### Logic cells by family

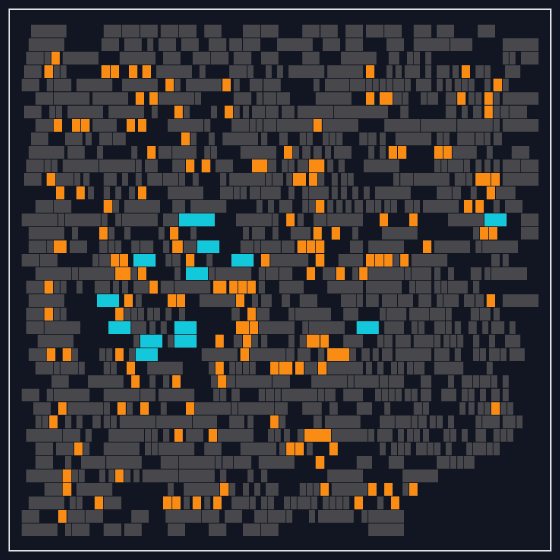
### The clock network

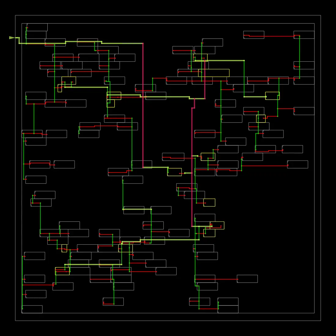
### Port wiring

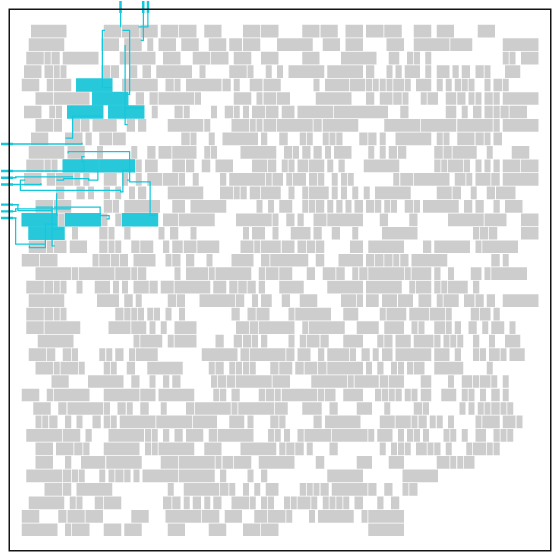
### Clock network drawn from the DEF

Scale bar: 20 um.
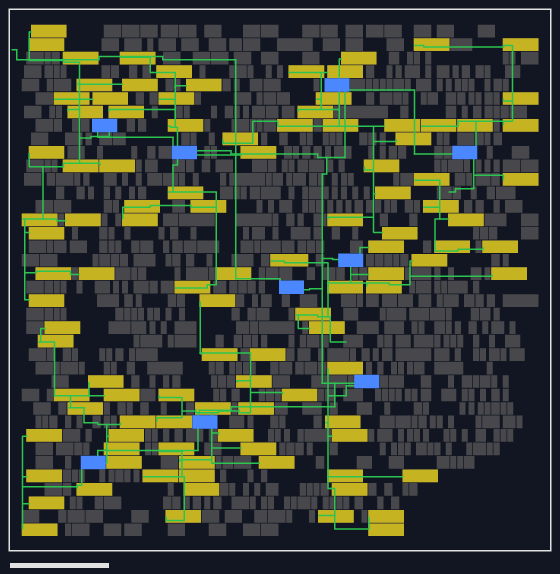
### Wiring by layer

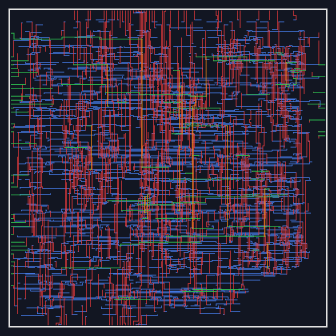
File: src/rtl/mips32_pkg.sv
// Shared definitions for the pipe_MIPS32 boot loader: state encoding, header
// layout, default memory width and the HLT opcode.
package mips32_pkg;

    localparam int LOADER_ADDR_W = 10;

    // Header word: [31:16] base word address, [15:0] payload length N
    localparam int HDR_BASE_LSB = 16;
    localparam int HDR_BASE_MSB = 31;
    localparam int HDR_LEN_LSB  = 0;
    localparam int HDR_LEN_MSB  = 15;

    localparam logic [5:0] OP_HLT = 6'h3F;

    typedef enum logic [2:0] {
        ST_IDLE  = 3'd0,
        ST_LOAD  = 3'd1,
        ST_CHECK = 3'd2,
        ST_KICK  = 3'd3,
        ST_RUN   = 3'd4,
        ST_DONE  = 3'd5,
        ST_ERR   = 3'd6
    } loader_state_e;

endpackage

File: src/rtl/mips32_run_watchdog.sv
// Saturating RUN-cycle counter with a MAX_CYCLES timeout compare.
module mips32_run_watchdog #(
    parameter logic [15:0] MAX_CYCLES = 16'd1000
) (
    input  logic        clk1,
    input  logic        rst,
    input  logic        clr,
    input  logic        en,
    output logic [15:0] cycle_count,
    output logic        timeout
);

    // Timeout fires on the cycle whose increment makes the count reach the limit
    localparam logic [15:0] LIMIT_M1 = (MAX_CYCLES == 16'd0) ? 16'd0 : MAX_CYCLES - 16'd1;

    logic [15:0] cnt_q, cnt_d;

    always_comb begin
        cnt_d = cnt_q;
        if (clr) begin
            cnt_d = 16'd0;
        end else if (en && (cnt_q != 16'hFFFF)) begin
            cnt_d = cnt_q + 16'd1;
        end
    end

    always_ff @(posedge clk1) begin
        if (rst) begin
            cnt_q <= 16'd0;
        end else begin
            cnt_q <= cnt_d;
        end
    end

    assign cycle_count = cnt_q;
    assign timeout     = en && (cnt_q >= LIMIT_M1);

endmodule

File: src/rtl/mips32_prog_loader.sv
// Framed stream -> pipe_MIPS32 memory loader with start strobe and run supervision.
// Optional trailer checksum: define MIPS32_LOADER_CHECKSUM_EN.
module mips32_prog_loader
    import mips32_pkg::*;
#(
    parameter int          ADDR_W     = LOADER_ADDR_W,
    parameter logic [15:0] MAX_CYCLES = 16'd1000
) (
    input  logic              clk1,
    input  logic              rst,
    input  logic              s_valid,
    output logic              s_ready,
    input  logic [31:0]       s_data,
    input  logic              s_last,
    output logic              mem_we,
    output logic [ADDR_W-1:0] mem_addr,
    output logic [31:0]       mem_wdata,
    output logic              cpu_start,
    input  logic              cpu_halted,
    output logic              busy,
    output logic              done,
    output logic              error,
    output logic [15:0]       cycle_count
);

    loader_state_e     state_q, state_d;
    logic [ADDR_W-1:0] base_q, base_d;
    logic [15:0]       n_q, n_d;
    logic [15:0]       idx_q, idx_d;
    logic              mem_we_q, mem_we_d;
    logic [ADDR_W-1:0] mem_addr_q, mem_addr_d;
    logic [31:0]       mem_wdata_q, mem_wdata_d;
    logic              cpu_start_q, cpu_start_d;
    logic              run_first_q, run_first_d;
    logic              done_q, done_d;
    logic              error_q, error_d;
`ifdef MIPS32_LOADER_CHECKSUM_EN
    logic [31:0]       acc_q, acc_d;
`endif

    logic accept_st;
    logic xfer;
    logic wd_timeout;

    assign accept_st = (state_q == ST_IDLE) || (state_q == ST_LOAD) || (state_q == ST_CHECK);
    assign s_ready   = accept_st && !rst;
    assign xfer      = s_valid && s_ready;

    mips32_run_watchdog #(.MAX_CYCLES(MAX_CYCLES)) u_watchdog (
        .clk1        (clk1),
        .rst         (rst),
        .clr         (state_q == ST_KICK),
        .en          (state_q == ST_RUN),
        .cycle_count (cycle_count),
        .timeout     (wd_timeout)
    );

    always_comb begin
        state_d     = state_q;
        base_d      = base_q;
        n_d         = n_q;
        idx_d       = idx_q;
        mem_we_d    = 1'b0;
        mem_addr_d  = mem_addr_q;
        mem_wdata_d = mem_wdata_q;
`ifdef MIPS32_LOADER_CHECKSUM_EN
        acc_d       = acc_q;
`endif
        case (state_q)
            ST_IDLE: begin
                if (xfer) begin
                    base_d = s_data[HDR_BASE_LSB +: ADDR_W];
                    n_d    = s_data[HDR_LEN_MSB:HDR_LEN_LSB];
                    idx_d  = 16'd0;
`ifdef MIPS32_LOADER_CHECKSUM_EN
                    acc_d  = s_data;
                    state_d = (s_data[HDR_LEN_MSB:HDR_LEN_LSB] == 16'd0) ? ST_CHECK : ST_LOAD;
`else
                    if (s_data[HDR_LEN_MSB:HDR_LEN_LSB] == 16'd0) begin
                        state_d = s_last ? ST_KICK : ST_ERR;
                    end else begin
                        state_d = ST_LOAD;
                    end
`endif
                end
            end
            ST_LOAD: begin
                if (xfer) begin
                    mem_we_d    = 1'b1;
                    mem_addr_d  = base_q + idx_q[ADDR_W-1:0];
                    mem_wdata_d = s_data;
                    idx_d       = idx_q + 16'd1;
`ifdef MIPS32_LOADER_CHECKSUM_EN
                    acc_d       = acc_q ^ s_data;
                    if (idx_q == n_q - 16'd1) begin
                        state_d = s_last ? ST_ERR : ST_CHECK;
                    end else if (s_last) begin
                        state_d = ST_ERR;
                    end
`else
                    if (idx_q == n_q - 16'd1) begin
                        state_d = s_last ? ST_KICK : ST_ERR;
                    end else if (s_last) begin
                        state_d = ST_ERR;
                    end
`endif
                end
            end
`ifdef MIPS32_LOADER_CHECKSUM_EN
            ST_CHECK: begin
                if (xfer) begin
                    state_d = (s_last && (s_data == acc_q)) ? ST_KICK : ST_ERR;
                end
            end
`endif
            ST_KICK: state_d = ST_RUN;
            ST_RUN: begin
                // HALTED is stale in the first RUN cycle; halted outranks timeout
                if (!run_first_q && cpu_halted) begin
                    state_d = ST_DONE;
                end else if (wd_timeout) begin
                    state_d = ST_ERR;
                end
            end
            ST_DONE: state_d = ST_DONE;
            ST_ERR:  state_d = ST_ERR;
            default: state_d = ST_ERR;
        endcase

        // Strobe lands one cycle after KICK so it trails the final memory write
        cpu_start_d = (state_q == ST_KICK);
        run_first_d = (state_q == ST_KICK);
        done_d      = (state_d == ST_DONE);
        error_d     = (state_d == ST_ERR);
    end

    always_ff @(posedge clk1) begin
        if (rst) begin
            state_q     <= ST_IDLE;
            base_q      <= '0;
            n_q         <= 16'd0;
            idx_q       <= 16'd0;
            mem_we_q    <= 1'b0;
            mem_addr_q  <= '0;
            mem_wdata_q <= 32'd0;
            cpu_start_q <= 1'b0;
            run_first_q <= 1'b0;
            done_q      <= 1'b0;
            error_q     <= 1'b0;
`ifdef MIPS32_LOADER_CHECKSUM_EN
            acc_q       <= 32'd0;
`endif
        end else begin
            state_q     <= state_d;
            base_q      <= base_d;
            n_q         <= n_d;
            idx_q       <= idx_d;
            mem_we_q    <= mem_we_d;
            mem_addr_q  <= mem_addr_d;
            mem_wdata_q <= mem_wdata_d;
            cpu_start_q <= cpu_start_d;
            run_first_q <= run_first_d;
            done_q      <= done_d;
            error_q     <= error_d;
`ifdef MIPS32_LOADER_CHECKSUM_EN
            acc_q       <= acc_d;
`endif
        end
    end

    assign mem_we    = mem_we_q;
    assign mem_addr  = mem_addr_q;
    assign mem_wdata = mem_wdata_q;
    assign cpu_start = cpu_start_q;
    assign busy      = !((state_q == ST_IDLE) || (state_q == ST_DONE) || (state_q == ST_ERR));
    assign done      = done_q;
    assign error     = error_q;

endmodule
File: config.mk
export PLATFORM = sky130hd
export DESIGN_NAME = mips32_prog_loader
export DESIGN_NICKNAME = d
export VERILOG_FILES = /design/src/rtl/mips32_pkg.sv /design/src/rtl/mips32_run_watchdog.sv /design/src/rtl/mips32_prog_loader.sv
export SDC_FILE = /design/constraint.sdc
export NUM_CORES = 1
export LEC_CHECK = 0
export ABC_AREA = 1
export CAP_MARGIN = 20
export CORE_MARGIN = 2
export CORE_UTILIZATION = 50
export DETAILED_ROUTE_END_ITERATION = 7
export HOLD_SLACK_MARGIN = 0.08
export PLACE_DENSITY_LB_ADDON = 0.05
export SLEW_MARGIN = 30
export SYNTH_ARGS = -nofsm -noshare
export SYNTH_HDL_FRONTEND = slang
export SYNTH_SLANG_ARGS = --single-unit
File: constraint.sdc
create_clock -name clk1 -period 2.46 [get_ports clk1]
set_input_delay 0.738 -clock clk1 [delete_from_list [all_inputs] [get_ports clk1]]
set_output_delay 0.738 -clock clk1 [all_outputs]
set_load 0.05 [all_outputs]
==> notes.md <==
Update from the flow run.

Looking at the power breakdown, sequential logic takes 47.0% of the total. Dividing the synthesized area by the synthesized cell count gives 7.10 sq um. The top cell type by instance count after synthesis is sky130_fd_sc_hd__nor2_1. The detail route stage leaves a number of antenna-violating nets equal to 0.

The global-route wire length before repair is 23.8 mm. The run finished with clean final reports. On the critical path, the stage with the largest delay is an instance of sky130_fd_sc_hd__clkdlybuf4s50_1.

After detailed routing, the number of remaining DRC violations is 0. The last timing report of the flow puts the setup violation total at 0. Summing the areas of all fa, ha and maj instances in the mapped netlist gives 3.09% of the synthesized area. The path type of the worst min-delay path is reg -> reg. The number of enable-type register cells in the synthesized netlist is 0. The fraction of met2 tracks used by global routing is 43.6%. The instance count after placement with tap cells included is 1031.

The first-pass iteration count of the detailed router is 5. The critical path arrival is 1.65 ns. Looking at the reg2reg group, the worst path starts from idx_q[0]$_SDFFE_PP0P_. Static timing analysis puts the maximum clock frequency at between 400 and 500 MHz. The leakage power is 3.11 nW. The routing layer with the top usage in global route is met2.

The count of distinct cell types in the synthesized netlist is 45. TritonCTS built the clock tree. The net total in the final layout is 952. The slew at the pin closest to its max-slew limit is between 0.5 and 0.6 ns. The number of buffers on the longest clock path is 2.

Once the clock tree was built, the setup fixing pass inserted 0 buffers. The peak fanout along the critical path is 5. During synthesis, Yosys emitted a total of 0 warnings. The worst hold path depth is 2. After filler insertion, the fill cell instance count of the layout stands at between 900 and 1000.

The largest stage delay on the critical path is roughly 0.83 ns. The largest family of logic cells by area is simple AND/OR/NAND/NOR gates. The fraction of final layout cells with drive strength greater than 1 is around 11%. Leaving out fill and tap cells, the most frequent cells in the layout are sky130_fd_sc_hd__nor2_1 (174), sky130_fd_sc_hd__nand2_1 (109), sky130_fd_sc_hd__dfxtp_1 (106), sky130_fd_sc_hd__clkdlybuf4s50_1 (97), sky130_fd_sc_hd__o21ai_0 (86). According to the floorplan report, the placeable core area is approximately 11000 sq um. Per report_power, the clock group accounts for 28.0% of the total. The maximum number of pins on one net before global-route repair is 66.

Looking at the reg2reg group, the worst path ends at mem_addr[8]$_SDFFE_PP0P_. The met1 demand-to-capacity share in global routing is 32.2%. After technology mapping, the gate count stands at slightly below 800.

Post-synth the commonest register cell is sky130_fd_sc_hd__dfxtp_1. The number of standard cells reported by yosys is slightly below 800. The power group with the highest consumption is registers. In this run the vertical extent of the chip is 109 um.
Notes on 'Logic cells by family' above:
| color | family | cells | most used |
|---|---|---|---|
| cyan | adder and majority cells | 13 | ha_1 |
| orange | inverting AOI/OAI gates | 144 | o21ai_0 |
post-route insts no fill: 1047
combinational share of cell area: 41.4%
most instantiated logic cell after routing: sky130_fd_sc_hd__nor2_1

Notes on 'The clock network' above:
Worst-Skew Late Latency: 0.39 ns
flop count: 107
clock sinks: 107
number of buffers created by CTS: 9

Notes on 'Port wiring' above:
| color | port | direction | edge | end cells | buffers | wire |
|---|---|---|---|---|---|---|
| cyan | `mem_addr` | output | 7 west, 3 north | 10 | 10 | 275 um |

Notes on 'Clock network drawn from the DEF' above:
[yellow] flip-flops | count: 107
[blue] cells driving clock nets | count: 9
[green] clock wires | length: 1270 um
flops lie: all over the die
routed clock nets: 10

Notes on 'Wiring by layer' above:
| color | layer | wire length |
|---|---|---|
| red | met2 | 6970 um |
| blue | met1 | 6630 um |
| orange | met4 | 273 um |
| green | met3 | 730 um |
final routed wirelength across all metal layers: 14.6 mm
global-route usage over all layers: 25.7%
routed length per placed instance: 13.9 um
total via count after detailed routing: 5370

-- state kept, by name (all words and copies together) (netlist names) --
name	flops
base_q	10
done	1
error	1
idx_q	16
mem_addr	10
mem_wdata	32
mem_we	1
n_q	16
run_first_q	1
state_q	3
u_watchdog.cycle_count	16
-- per-layer routing --
metal  up-vias  part of all wire [%]  wire length [um]
met1      2426                    45              6630
met2       159                    48              6970
met3        30                   5.0               730
li1       2755                     -                 -
met5         -                     0                 0
met4         0                   1.9               272
-- final cells by class --
cell class                      instances  area (sq um)  share of cell area, %
Sequential cell                       107          2140                   30.1
Tap cell                              140           175                   2.46
Clock inverter                          6          73.8                   1.04
Inverter                               81           307                   4.30
Multi-Input combinational cell        564          2950                   41.4
Timing Repair Buffer                  139          1350                   19.0
Clock buffer                           10           128                   1.79
Power figures rest on the tool's default switching activity, not on a simulated workload.
